`config.mk`:
```
export PLATFORM = sky130hd
export DESIGN_NAME = bullet_motion_flat
export DESIGN_NICKNAME = d
export VERILOG_FILES = /design/src/rtl/bullet_motion_pkg.sv /design/src/rtl/bullet_motion_if.sv /design/src/rtl/bullet_motion_cooldown.sv /design/src/rtl/bullet_motion.sv /design/src/flat_wrapper.sv
export SDC_FILE = /design/constraint.sdc
export NUM_CORES = 1
export LEC_CHECK = 0
export CAP_MARGIN = 20
export CORE_MARGIN = 4
export CORE_UTILIZATION = 30
export DETAILED_ROUTE_END_ITERATION = 12
export HOLD_SLACK_MARGIN = 0.1
export SKIP_LAST_GASP = 1
export SYNTH_ARGS = -nofsm -noshare
export SYNTH_HDL_FRONTEND = slang
export SYNTH_SLANG_ARGS = --single-unit
```
`constraint.sdc`:
```
create_clock -name pixclk -period 3 [get_ports pixclk]
set_input_delay 0.45 -clock pixclk [delete_from_list [all_inputs] [get_ports pixclk]]
set_output_delay 0.45 -clock pixclk [all_outputs]
set_load 0.01 [all_outputs]
```
`src/rtl/bullet_motion_pkg.sv`:
```
// Shared constants, state type and helpers for the bullet motion controller.
package bullet_motion_pkg;

  localparam int unsigned BULLET_WIDTH  = 4;
  localparam int unsigned BULLET_HEIGHT = 16;

  localparam logic [10:0] BULLET_PARK_X = 11'h7FF;
  localparam logic [9:0]  BULLET_PARK_Y = 10'h3FF;

  typedef enum logic [1:0] {
    BmIdle,
    BmArmed,
    BmFlying,
    BmCooldown
  } bm_state_e;

  // Widened to 11 bits so a shooter too close to the top shows up as a borrow in bit 10.
  function automatic logic [10:0] spawn_y_wide(input logic [9:0] shooter_y);
    return {1'b0, shooter_y} - 11'(BULLET_HEIGHT + 1);
  endfunction

endpackage

```
`src/rtl/bullet_motion_if.sv`:
```
// Control and position bundle between the shooter/collision logic and bullet_motion.
interface bullet_motion_if;

  logic        frame_tick;
  logic        fire;
  logic        hit;
  logic [10:0] shooter_x;
  logic [9:0]  shooter_y;
  logic [10:0] bullet_pos_x;
  logic [9:0]  bullet_pos_y;
  logic        bullet_active;
  logic        ready;

  modport master (
    output frame_tick, fire, hit, shooter_x, shooter_y,
    input  bullet_pos_x, bullet_pos_y, bullet_active, ready
  );

  modport slave (
    input  frame_tick, fire, hit, shooter_x, shooter_y,
    output bullet_pos_x, bullet_pos_y, bullet_active, ready
  );

endinterface

```
`src/rtl/bullet_motion_cooldown.sv`:
```
// Loadable down-counter stepped by frame_tick; flags zero and the final count.
module bullet_motion_cooldown #(
  parameter int unsigned Width = 4
) (
  input  logic             pixclk,
  input  logic             rst,
  input  logic             frame_tick_i,
  input  logic             load_i,
  input  logic [Width-1:0] load_val_i,
  output logic             zero_o,
  output logic             last_o
);

  logic [Width-1:0] count_q, count_d;

  always_comb begin
    count_d = count_q;
    if (load_i) begin
      count_d = load_val_i;
    end else if (frame_tick_i && (count_q != '0)) begin
      count_d = count_q - Width'(1);
    end
  end

  always_ff @(posedge pixclk) begin
    if (rst) begin
      count_q <= '0;
    end else begin
      count_q <= count_d;
    end
  end

  assign zero_o = (count_q == '0);
  assign last_o = (count_q == Width'(1));

endmodule

```
`src/rtl/bullet_motion.sv`:
```
// Single-bullet motion controller: spawns on fire, climbs once per frame, parks when retired.
module bullet_motion import bullet_motion_pkg::*; #(
  parameter int unsigned SPEED           = 4,
  parameter int unsigned COOLDOWN_FRAMES = 8,
  parameter int unsigned X_OFFSET        = 12
) (
  input logic            pixclk,
  input logic            rst,
  bullet_motion_if.slave bus
);

  localparam int unsigned CntW = (COOLDOWN_FRAMES < 2) ? 1 : $clog2(COOLDOWN_FRAMES + 1);
  localparam logic [9:0]  SpeedY = 10'(SPEED);
  localparam logic [10:0] XOff   = 11'(X_OFFSET);

  bm_state_e   state_q, state_d;
  logic [10:0] pos_x_q, pos_x_d;
  logic [9:0]  pos_y_q, pos_y_d;
  logic        active_q, active_d;
  logic        ready_q, ready_d;

  logic        spawn, advance, retire;
  logic        cd_zero, cd_last;
  logic [10:0] spawn_y_w;

  assign spawn_y_w = spawn_y_wide(bus.shooter_y);

  bullet_motion_cooldown #(
    .Width (CntW)
  ) u_cooldown (
    .pixclk       (pixclk),
    .rst          (rst),
    .frame_tick_i (bus.frame_tick),
    .load_i       (retire),
    .load_val_i   (CntW'(COOLDOWN_FRAMES)),
    .zero_o       (cd_zero),
    .last_o       (cd_last)
  );

  // Next-state decode.
  always_comb begin
    state_d = state_q;
    spawn   = 1'b0;
    advance = 1'b0;
    retire  = 1'b0;
    unique case (state_q)
      BmIdle: begin
        if (bus.fire) state_d = BmArmed;
      end
      BmArmed: begin
        if (bus.frame_tick) begin
          if (!spawn_y_w[10]) begin
            spawn   = 1'b1;
            state_d = BmFlying;
          end else begin
            state_d = BmIdle;
          end
        end
      end
      BmFlying: begin
        // hit wins over a coincident tick so the bullet never steps past its target.
        if (bus.hit) begin
          retire = 1'b1;
        end else if (bus.frame_tick) begin
          if (pos_y_q >= SpeedY) advance = 1'b1;
          else                   retire  = 1'b1;
        end
        if (retire) state_d = (COOLDOWN_FRAMES == 0) ? BmIdle : BmCooldown;
      end
      BmCooldown: begin
        if (cd_zero || (bus.frame_tick && cd_last)) state_d = BmIdle;
      end
      default: state_d = BmIdle;
    endcase
  end

  // Output next values, registered alongside the state.
  always_comb begin
    pos_x_d = pos_x_q;
    pos_y_d = pos_y_q;
    if (spawn) begin
      pos_x_d = bus.shooter_x + XOff;
      pos_y_d = spawn_y_w[9:0];
    end else if (advance) begin
      pos_y_d = pos_y_q - SpeedY;
    end else if (retire) begin
      pos_x_d = BULLET_PARK_X;
      pos_y_d = BULLET_PARK_Y;
    end
    active_d = (state_d == BmFlying);
    ready_d  = (state_d == BmIdle);
  end

  always_ff @(posedge pixclk) begin
    if (rst) begin
      state_q  <= BmIdle;
      pos_x_q  <= BULLET_PARK_X;
      pos_y_q  <= BULLET_PARK_Y;
      active_q <= 1'b0;
      ready_q  <= 1'b1;
    end else begin
      state_q  <= state_d;
      pos_x_q  <= pos_x_d;
      pos_y_q  <= pos_y_d;
      active_q <= active_d;
      ready_q  <= ready_d;
    end
  end

  assign bus.bullet_pos_x  = pos_x_q;
  assign bus.bullet_pos_y  = pos_y_q;
  assign bus.bullet_active = active_q;
  assign bus.ready         = ready_q;

endmodule
```
`src/flat_wrapper.sv`:
```
// flat-port wrapper written by rule: the top's interface ports become plain ports
module bullet_motion_flat import bullet_motion_pkg::*;
#(
  parameter int unsigned SPEED           = 4,
  parameter int unsigned COOLDOWN_FRAMES = 8,
  parameter int unsigned X_OFFSET        = 12
)
  (pixclk, rst, bus_frame_tick, bus_fire, bus_hit, bus_shooter_x, bus_shooter_y, bus_bullet_pos_x, bus_bullet_pos_y, bus_bullet_active, bus_ready);
  bullet_motion_if bus_i ();
  input logic pixclk;
  input logic rst;
  input wire logic [$bits(bus_i.frame_tick)-1:0] bus_frame_tick;
  input wire logic [$bits(bus_i.fire)-1:0] bus_fire;
  input wire logic [$bits(bus_i.hit)-1:0] bus_hit;
  input wire logic [$bits(bus_i.shooter_x)-1:0] bus_shooter_x;
  input wire logic [$bits(bus_i.shooter_y)-1:0] bus_shooter_y;
  output wire logic [$bits(bus_i.bullet_pos_x)-1:0] bus_bullet_pos_x;
  output wire logic [$bits(bus_i.bullet_pos_y)-1:0] bus_bullet_pos_y;
  output wire logic [$bits(bus_i.bullet_active)-1:0] bus_bullet_active;
  output wire logic [$bits(bus_i.ready)-1:0] bus_ready;
  assign bus_i.frame_tick = bus_frame_tick;
  assign bus_i.fire = bus_fire;
  assign bus_i.hit = bus_hit;
  assign bus_i.shooter_x = bus_shooter_x;
  assign bus_i.shooter_y = bus_shooter_y;
  assign bus_bullet_pos_x = bus_i.bullet_pos_x;
  assign bus_bullet_pos_y = bus_i.bullet_pos_y;
  assign bus_bullet_active = bus_i.bullet_active;
  assign bus_ready = bus_i.ready;
  bullet_motion #(.SPEED(SPEED), .COOLDOWN_FRAMES(COOLDOWN_FRAMES), .X_OFFSET(X_OFFSET)) u_core (.pixclk(pixclk), .rst(rst), .bus(bus_i));
endmodule
```
Fig. 1: sequential cells colored by netlist name
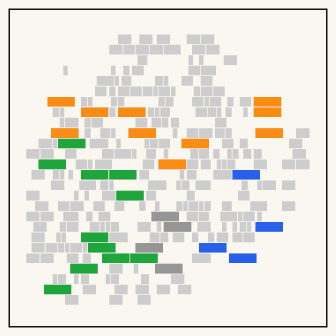
color	signal	placed flops
green	`u_core.bus.bullet_pos_x`	11
orange	`u_core.bus.bullet_pos_y`	10
blue	`u_core.u_cooldown.count_q`	4
not colored	4
Seq. cell area: 580.6 um^2
Sequential Power: 487 uW
sequential share of cell area: 25.03%

Fig. 2: supply network
Pins as bars on the die edge. Tap cells in gray.
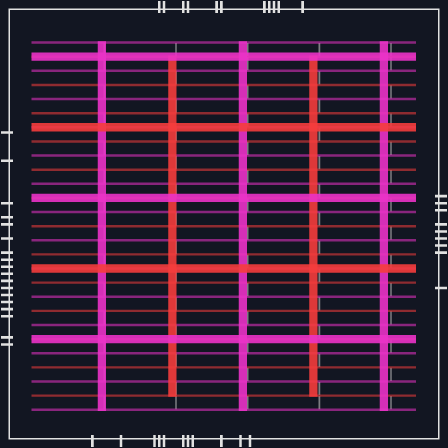
color	net
red	VDD
magenta	VSS
met5 straps	5
signal pins	49
tap cells	70
met1 rails	27
met4 straps	5
area of the core: 5238 um^2
die height: 82.42 um
Max IR drop VDD: 228.9 uV
Die Wd: 82.42 um

==> results.py <==
# Synthesis and PnR figures
metrics = {
    "cells_and_area": {
        "comb_area_um2": 1002,
        "layout.nonclk_buf_share_pct": 22.65,
        "final_cells": 325,
        "clock_buffers": 6,
        "fillerInstances": 531,
        "seq_cell_count": 29,
        "inv_count": 11,
        "diodes": 0,
    },
    "clock_tree": {
        "numCtsBuffers": 5,
        "clk_pin_slew_ns": 0.06,
        "cts_max_path_buffers": 2,
        "cts_sinks": 29,
        "cts_tree": "done",
    },
    "route": {
        "drtAntennaViolNets": 0,
        "wl_per_cell_um": 13.48,
        "drc": 0,
        "viasPerCell": 5.040,
    },
    "hold_path": {
        "hold_class": "reg -> reg",
    },
    "synthesis": {
        "syn_inst": 201,
        "fp_nets": 233,
        "synth-xor-area-share_pct": 8.961,
        "area_leaders": "dfxtp_1 (35%), xor2_1 (5.3%), nand2_1 (5.2%), ha_1 (4.5%), nor2_1 (4.1%)",
        "synth_cell_types": 53,
        "top_area_share_pct": 34.94,
        "yosys.area_share.aoi_pct": 26.05,
    },
    "final_timing": {
        "tightest_slew_ns": 0.6616,
        "hold_viol_final": 0,
        "setup-violations-final": 0,
    },
    "pwr": {
        "fin_total_pwr_uw": 1176,
        "combPwrFrac_pct": 32.4,
    },
    "global_routing": {
        "grt_first_pass_wirelength_um": 7624,
        "met1_usage_pct": 20.51,
        "overflow": 0,
        "grtUsageTotal_pct": 14.52,
    },
    "floorplanning": {
        "rows": 26,
        "chipArea_um2": 6793,
    },
    "status": {
        "outcome": "finished, final reports clean",
    },
    "critical_path": {
        "critical_path.startpoint": "bus_shooter_y[0]",
    },
    "flow_run": {
        "warnings": 28,
    },
}
Fig. 3: placed cells, one color a class
Scale bar: 20 um.
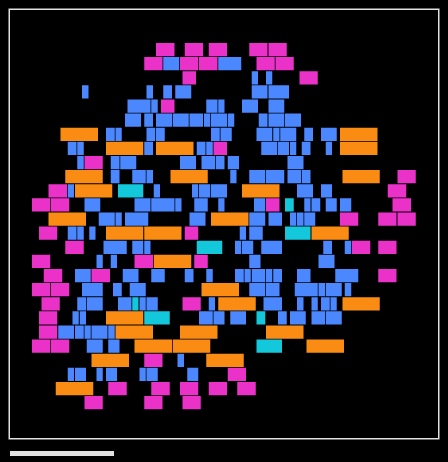
color	class	cells	share of their area
cyan	clock drivers and dummy loads	8	3.7%
orange	registers	29	26%
magenta	remaining buffers and delay cells	54	24%
blue	remaining logic cells	164	47%

-- worst max-delay path, delay by kind of cell --
| kind | cells | cell delay [ns] |
|---|---|---|
| buf+inv | 2 | 0.55 |
| fa+ha+maj | 1 | 0.17 |
| simple gates | 1 | 0.43 |
| compound gates | 4 | 1.19 |
-- power by group through the flow --
stage                     sequential [uW]  clock [uW]  combinational [uW]
after floorplan                       495           0                 238
after global placement                495           0                 380
after detailed placement              495           0                 381
after CTS                             487         318                 385
after global routing                  495         331                 433
final                                 487         308                 381
-- state kept, by name, summed over array words and instances (netlist names) --
| name | flops |
|---|---|
| u_core.bus.bullet_pos_y | 10 |
| u_core.u_cooldown.count_q | 4 |
| u_core.bus.bullet_active | 1 |
| u_core.state_q | 2 |
| u_core.bus.bullet_pos_x | 11 |
| u_core.bus.ready | 1 |
-- cells in the mapped netlist (all sizes together), types with 2 or more instances --
master	number
nor2	18
dfxtp	29
o2bb2ai	3
o41ai	3
o21ai	13
clkbuf	5
a2111oi	2
o21a	3
a21oi	4
nand2	23
nor3b	2
xor2	10
nand2b	2
buf	3
a31oi	2
or2	3
inv	11
o31ai	2
nor4	2
or4	2
xnor2	7
o22ai	8
a221oi	2
nor3	9
o32ai	2
or3b	2
a21boi	2
ha	6
-- per-layer routing --
layer,vias to the layer above,wire length (um)
met5,-,0
met4,0,59
li1,839,-
met1,745,2108
met3,6,334
met2,48,1880
-- cell families (layout without fill, tap and decap cells) --
kind of cell / after synthesis / in the layout
AOI/OAI and AO/OA: 60 / 60
xor gates and xnor gates: 17 / 17
adders and majority gates: 6 / 6
buffers and inverters: 19 / 73
DFF: 29 / 29
and+or+nand+nor: 70 / 70
Power figures rest on the tool's default switching activity, not on a simulated workload.
